**Routing congestion map**

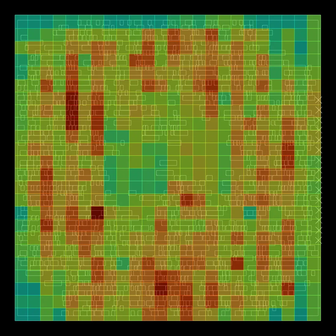
**Metal layers overlaid**

(2 px per um) Two of the layers only.
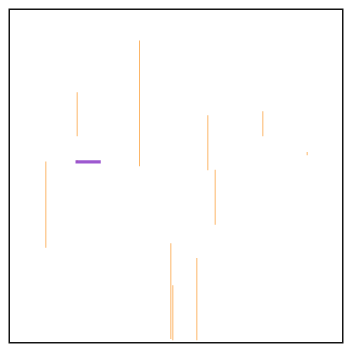
**Logic cells by family**

(3 px per um)
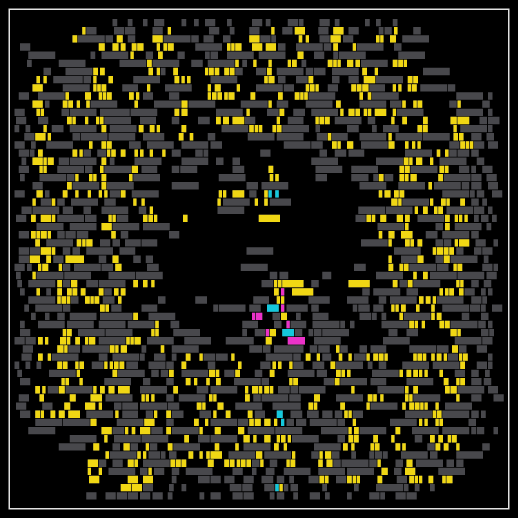
**Close-up of the layout**

Window x 68 to 98, y 101 to 131 um. Cells in grey, sequential cells in the stronger grey; small squares are vias.
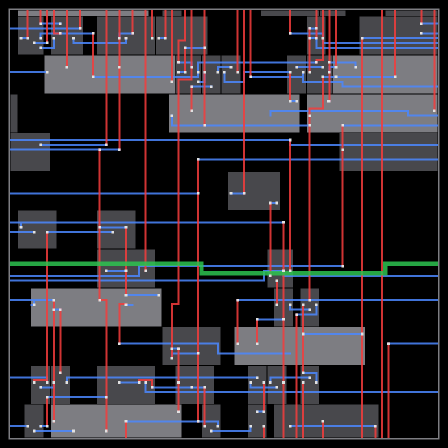
**Signal wires on met1**

(2 px per um) Supply wires on this layer in grey.
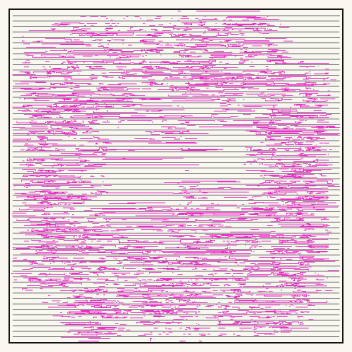
## src/rtl/cardinal_nic.sv

```systemverilog
// -----------------------------------------------------------------------------
// cardinal_nic -- single-entry network interface between a CPU register port
// and a router link.
//
// One 64-bit input buffer (router -> CPU) and one 64-bit output buffer
// (CPU -> router), each with a full flag. The CPU sees four registers:
//   addr 00 in-buf     (read pops the input buffer)
//   addr 01 in-status  (in_full in bit 63)
//   addr 10 out-buf    (write loads the output buffer when it is empty)
//   addr 11 out-status (out_full in bit 63)
// A packet is offered to the router only when its bit 0 matches the router's
// current virtual-channel phase (net_polarity).
//
// Ports:
//   clk            rising-edge clock
//   reset          asynchronous, active-low reset
//   addr[0:1]      register select
//   d_in[0:63]     CPU write data
//   d_out[0:63]    registered CPU read data (one-cycle latency)
//   nicEn          CPU access strobe
//   nicWrEn        1 = write, 0 = read (qualified by nicEn)
//   net_si         packet valid toward router
//   net_ri         router ready
//   net_di[0:63]   packet toward router
//   net_so         packet valid from router
//   net_ro         NIC ready for a packet
//   net_do[0:63]   packet from router
//   net_polarity   router virtual-channel phase
//
// Configuration macro: CARDINAL_NIC_PKT_CNT_EN
//   When defined, 16-bit wrapping received/sent packet counters appear in
//   bits 32:47 of the in-status / out-status reads. When undefined there are
//   no counters and status bits 0:62 read as zero.
//
// All vectors use [0:N] numbering: bit 0 is the most significant bit.
// -----------------------------------------------------------------------------
module cardinal_nic (
  input  logic        clk,
  input  logic        reset,
  input  logic [0:1]  addr,
  input  logic [0:63] d_in,
  output logic [0:63] d_out,
  input  logic        nicEn,
  input  logic        nicWrEn,
  output logic        net_si,
  input  logic        net_ri,
  output logic [0:63] net_di,
  input  logic        net_so,
  output logic        net_ro,
  input  logic [0:63] net_do,
  input  logic        net_polarity
);

  localparam logic [0:1] ADDR_IN_BUF  = 2'b00;
  localparam logic [0:1] ADDR_IN_STS  = 2'b01;
  localparam logic [0:1] ADDR_OUT_BUF = 2'b10;
  localparam logic [0:1] ADDR_OUT_STS = 2'b11;

  logic [0:63] in_buf;
  logic [0:63] out_buf;
  logic        in_full;
  logic        out_full;

  logic        cpu_rd;
  logic        cpu_wr;
  logic        rx_capture;
  logic        rx_pop;
  logic        tx_load;

  logic [0:63] in_status;
  logic [0:63] out_status;
  logic [0:63] rd_data;

  // ---------------------------------------------------------------------------
  // Router-side handshakes and CPU decode
  // ---------------------------------------------------------------------------
  assign net_ro = ~in_full;
  assign net_di = out_buf;
  assign net_si = out_full & net_ri & (out_buf[0] == net_polarity);

  assign cpu_rd = nicEn & ~nicWrEn;
  assign cpu_wr = nicEn &  nicWrEn;

  // A packet arriving while the buffer is full is simply not taken; the
  // router sees net_ro low and must hold it.
  assign rx_capture = net_so & ~in_full;
  assign rx_pop     = cpu_rd & (addr == ADDR_IN_BUF) & in_full;

  // A write in the cycle the buffer drains is dropped: out_full is still set
  // from the CPU's point of view until that edge.
  assign tx_load = cpu_wr & (addr == ADDR_OUT_BUF) & ~out_full;

`ifdef CARDINAL_NIC_PKT_CNT_EN
  logic [15:0] rx_cnt;
  logic [15:0] tx_cnt;

  always_ff @(posedge clk or negedge reset) begin
    if (!reset) begin
      rx_cnt <= 16'h0000;
      tx_cnt <= 16'h0000;
    end else begin
      // Natural 16-bit overflow gives the FFFF -> 0000 wrap.
      if (rx_capture) rx_cnt <= rx_cnt + 16'h0001;
      if (net_si)     tx_cnt <= tx_cnt + 16'h0001;
    end
  end

  assign in_status  = {32'b0, rx_cnt, 15'b0, in_full};
  assign out_status = {32'b0, tx_cnt, 15'b0, out_full};
`else
  assign in_status  = {63'b0, in_full};
  assign out_status = {63'b0, out_full};
`endif

  // ---------------------------------------------------------------------------
  // Read mux
  // ---------------------------------------------------------------------------
  always_comb begin
    // NOTE: every output of a combinational block gets a default first so no
    // path through the case can leave it unassigned and infer a latch.
    rd_data = 64'b0;
    unique case (addr)
      ADDR_IN_BUF:  rd_data = in_buf;
      ADDR_IN_STS:  rd_data = in_status;
      ADDR_OUT_BUF: rd_data = out_buf;
      ADDR_OUT_STS: rd_data = out_status;
      default:      rd_data = 64'b0;
    endcase
  end

  // ---------------------------------------------------------------------------
  // State registers
  // ---------------------------------------------------------------------------
  always_ff @(posedge clk or negedge reset) begin
    if (!reset) begin
      // Buffers are cleared as well as the flags so nothing stale can be
      // read back or emitted after a mid-operation reset.
      in_buf   <= 64'b0;
      out_buf  <= 64'b0;
      in_full  <= 1'b0;
      out_full <= 1'b0;
      d_out    <= 64'b0;
    end else begin
      // NOTE: non-blocking assignments here so every read below sees the
      // pre-edge value of in_full/out_full, regardless of statement order.
      if (cpu_rd) d_out <= rd_data;

      // Capture and pop are mutually exclusive: capture needs in_full=0,
      // pop needs in_full=1. A packet offered in the pop cycle is refused.
      if (rx_capture) begin
        in_buf  <= net_do;
        in_full <= 1'b1;
      end else if (rx_pop) begin
        in_full <= 1'b0;
      end

      if (net_si) begin
        out_full <= 1'b0;
      end else if (tx_load) begin
        out_buf  <= d_in;
        out_full <= 1'b1;
      end
    end
  end

endmodule

```

## config.mk

```make
export PLATFORM = sky130hd
export DESIGN_NAME = cardinal_nic
export DESIGN_NICKNAME = d
export VERILOG_FILES = /design/src/rtl/cardinal_nic.sv
export SDC_FILE = /design/constraint.sdc
export NUM_CORES = 1
export LEC_CHECK = 0
export ABC_AREA = 1
export CAP_MARGIN = 20
export CORE_MARGIN = 1
export CORE_UTILIZATION = 30
export DETAILED_ROUTE_END_ITERATION = 6
export GPL_TIMING_DRIVEN = 0
export PLACE_DENSITY_LB_ADDON = 0.2
export RECOVER_POWER = 25
export SLEW_MARGIN = 20
export SYNTH_ARGS = -nofsm -noshare
export SYNTH_HDL_FRONTEND = slang
export SYNTH_SLANG_ARGS = --single-unit
```

## constraint.sdc

```tcl
create_clock -name clk -period 1.2 [get_ports clk]
set_input_delay 0.24 -clock clk [delete_from_list [all_inputs] [get_ports clk]]
set_output_delay 0.24 -clock clk [all_outputs]
set_load 0.01 [all_outputs]
```

==> highlights.md <==
## Floorplanning
* **horizontal die dimension** 166 um
* **core box area** 26,200 um2
* **chip area** 27,600 um2

## Synth
* **Yosys Warn Count** 0
* **flops & latches, synth** 194

## Pwr
* **switching component of the power** 0.0107 W
* **total power density per cell area** 2170 nW/um2
* **sequential power share** 0.360

## Setup path
* **kind of start point of the critical path** flip-flop
* **cell breakdown of the critical path** xor2_1 -> nor2_1 -> buf_2
* **kind of cell adding the most delay to the critical path** flip-flops
* **kind of end point of the critical path** output port
* **class of the most critical setup path** flip-flop to output port

## Placed design
* **half-perimeter wire length after placement** 19,000 um
* **Worst Setup Slack post-DPL** -0.689 ns

## Final timing
* **PnR worst setup slack** -0.322 ns
* **final setup violation count** 164
* **Final Slew Violations** 0
* **final critical delay including setup and external delays** 1.52 ns
* **Post-Route Skew** 0.0115 ns

## Min path
* **worst hold-check path type** input pin to async pin

## GRT
* **first-pass GRT wire length** 44,700 um
* **number of antenna violations at the first check in global routing** 4
* **Remaining Overflow, GRT** 0

## Detailed routing
* **uppermost signal routing layer after detailed routing** met5
* **met2 WL** 15,000 um
* **DRC violation count after routing** 30
* **number of vias per cell after detailed routing** 4.75

## Run
* **number of warnings in the stage logs** 28

## Layout
* **Layout Cells excl Fill** 1,721
* **most instantiated logic cell after routing** sky130_fd_sc_hd__nand2_1
* **layout clock buffer count** 17

## CTS
* **hold-fix buffers at CTS** 1
* **number of gates resized after cts** 626
* **Longest Clk Path Bufs** 2
* **TritonCTS Buffers** 17

## Outcome
* **result of the run** complete, but fails checks
* **violations in the final reports** design-rule violations, negative setup slack

-- 'routing congestion map' (at the start) --
most used routing layer: met2
met3 Track Usage GR: 0.0531
Util after Layout: 0.526
WL per Instance: 17.8 um
met1 usage in global routing: 0.281

-- 'metal layers overlaid' (at the start) --
layer	colour	wire length
M5	purple	11.0 um
M4	orange	311 um

-- 'logic cells by family' (at the start) --
family	colour	cells
nand cells	yellow	654
nor cells	cyan	7
inv cells	magenta	7

-- 'close-up of the layout' (at the start) --
layer	colour
M1	blue
M3	green
M2	red
sequential cells in the window	7
most frequent	nand2_1 (12), dfrtp_1 (7), nand3_1 (4)
netlist names of flops here include	`in_buf` (4), `d_out` (2)
cells with their middle in the window	39

-- 'signal wires on met1' (at the start) --
wire length on this layer	13,400 um
main direction	horizontal
share of all routed wire	44%
nets with wire on the layer	1,336
longest straight run	52.4 um

[cell usage after synthesis]
| cell | n | area share |
|---|---|---|
| sky130_fd_sc_hd__nand2_1 | 394 | 0.18 |
| sky130_fd_sc_hd__nand3_1 | 255 | 0.16 |
| sky130_fd_sc_hd__dfrtp_1 | 194 | 0.60 |
| sky130_fd_sc_hd__buf_2 | 41 | 0.025 |
| sky130_fd_sc_hd__clkbuf_1 | 10 | 0.0047 |
| sky130_fd_sc_hd__buf_4 | 6 | 0.0056 |
| sky130_fd_sc_hd__buf_6 | 6 | 0.0084 |
| sky130_fd_sc_hd__nor2_1 | 5 | 0.0023 |
| sky130_fd_sc_hd__inv_1 | 4 | 0.0019 |
| sky130_fd_sc_hd__buf_1 | 3 | 0.0014 |
| sky130_fd_sc_hd__inv_2 | 3 | 0.0014 |
| sky130_fd_sc_hd__nand2_2 | 3 | 0.0023 |
| sky130_fd_sc_hd__nor2_2 | 1 | 0.00078 |
| sky130_fd_sc_hd__nor2_4 | 1 | 0.0014 |
| sky130_fd_sc_hd__o21ai_0 | 1 | 0.00062 |
| sky130_fd_sc_hd__xor2_1 | 1 | 0.0011 |
[cells by family after synthesis]
logic type / Yosys count / share of synthesized area
simple gates: 659 / 0.348
buf+inv: 73 / 0.0487
compound gates: 1 / 0.000619
flops: 194 / 0.601
xor+xnor: 1 / 0.00109
[worst max path at each step]
stage	start	endpoint	slack, ns	cells past startpoint
after floorplan	net_di[0]	net_si	0.17	2
after global placement	reset	d_out[56]	-8.68	1
after detailed placement	addr[1]	d_out[27]	-0.69	7
after CTS	net_di[0]	net_si	-0.35	3
after global routing	net_di[0]	net_si	-0.39	3
final	net_di[0]	net_si	-0.32	3
[state kept, by name (all words and copies together), names as in the netlist]
register	flops
net_di	64
d_out	64
in_buf	64
out_full	1
in_full	1
No activity file was given, so power comes from the tool's default toggle rates.
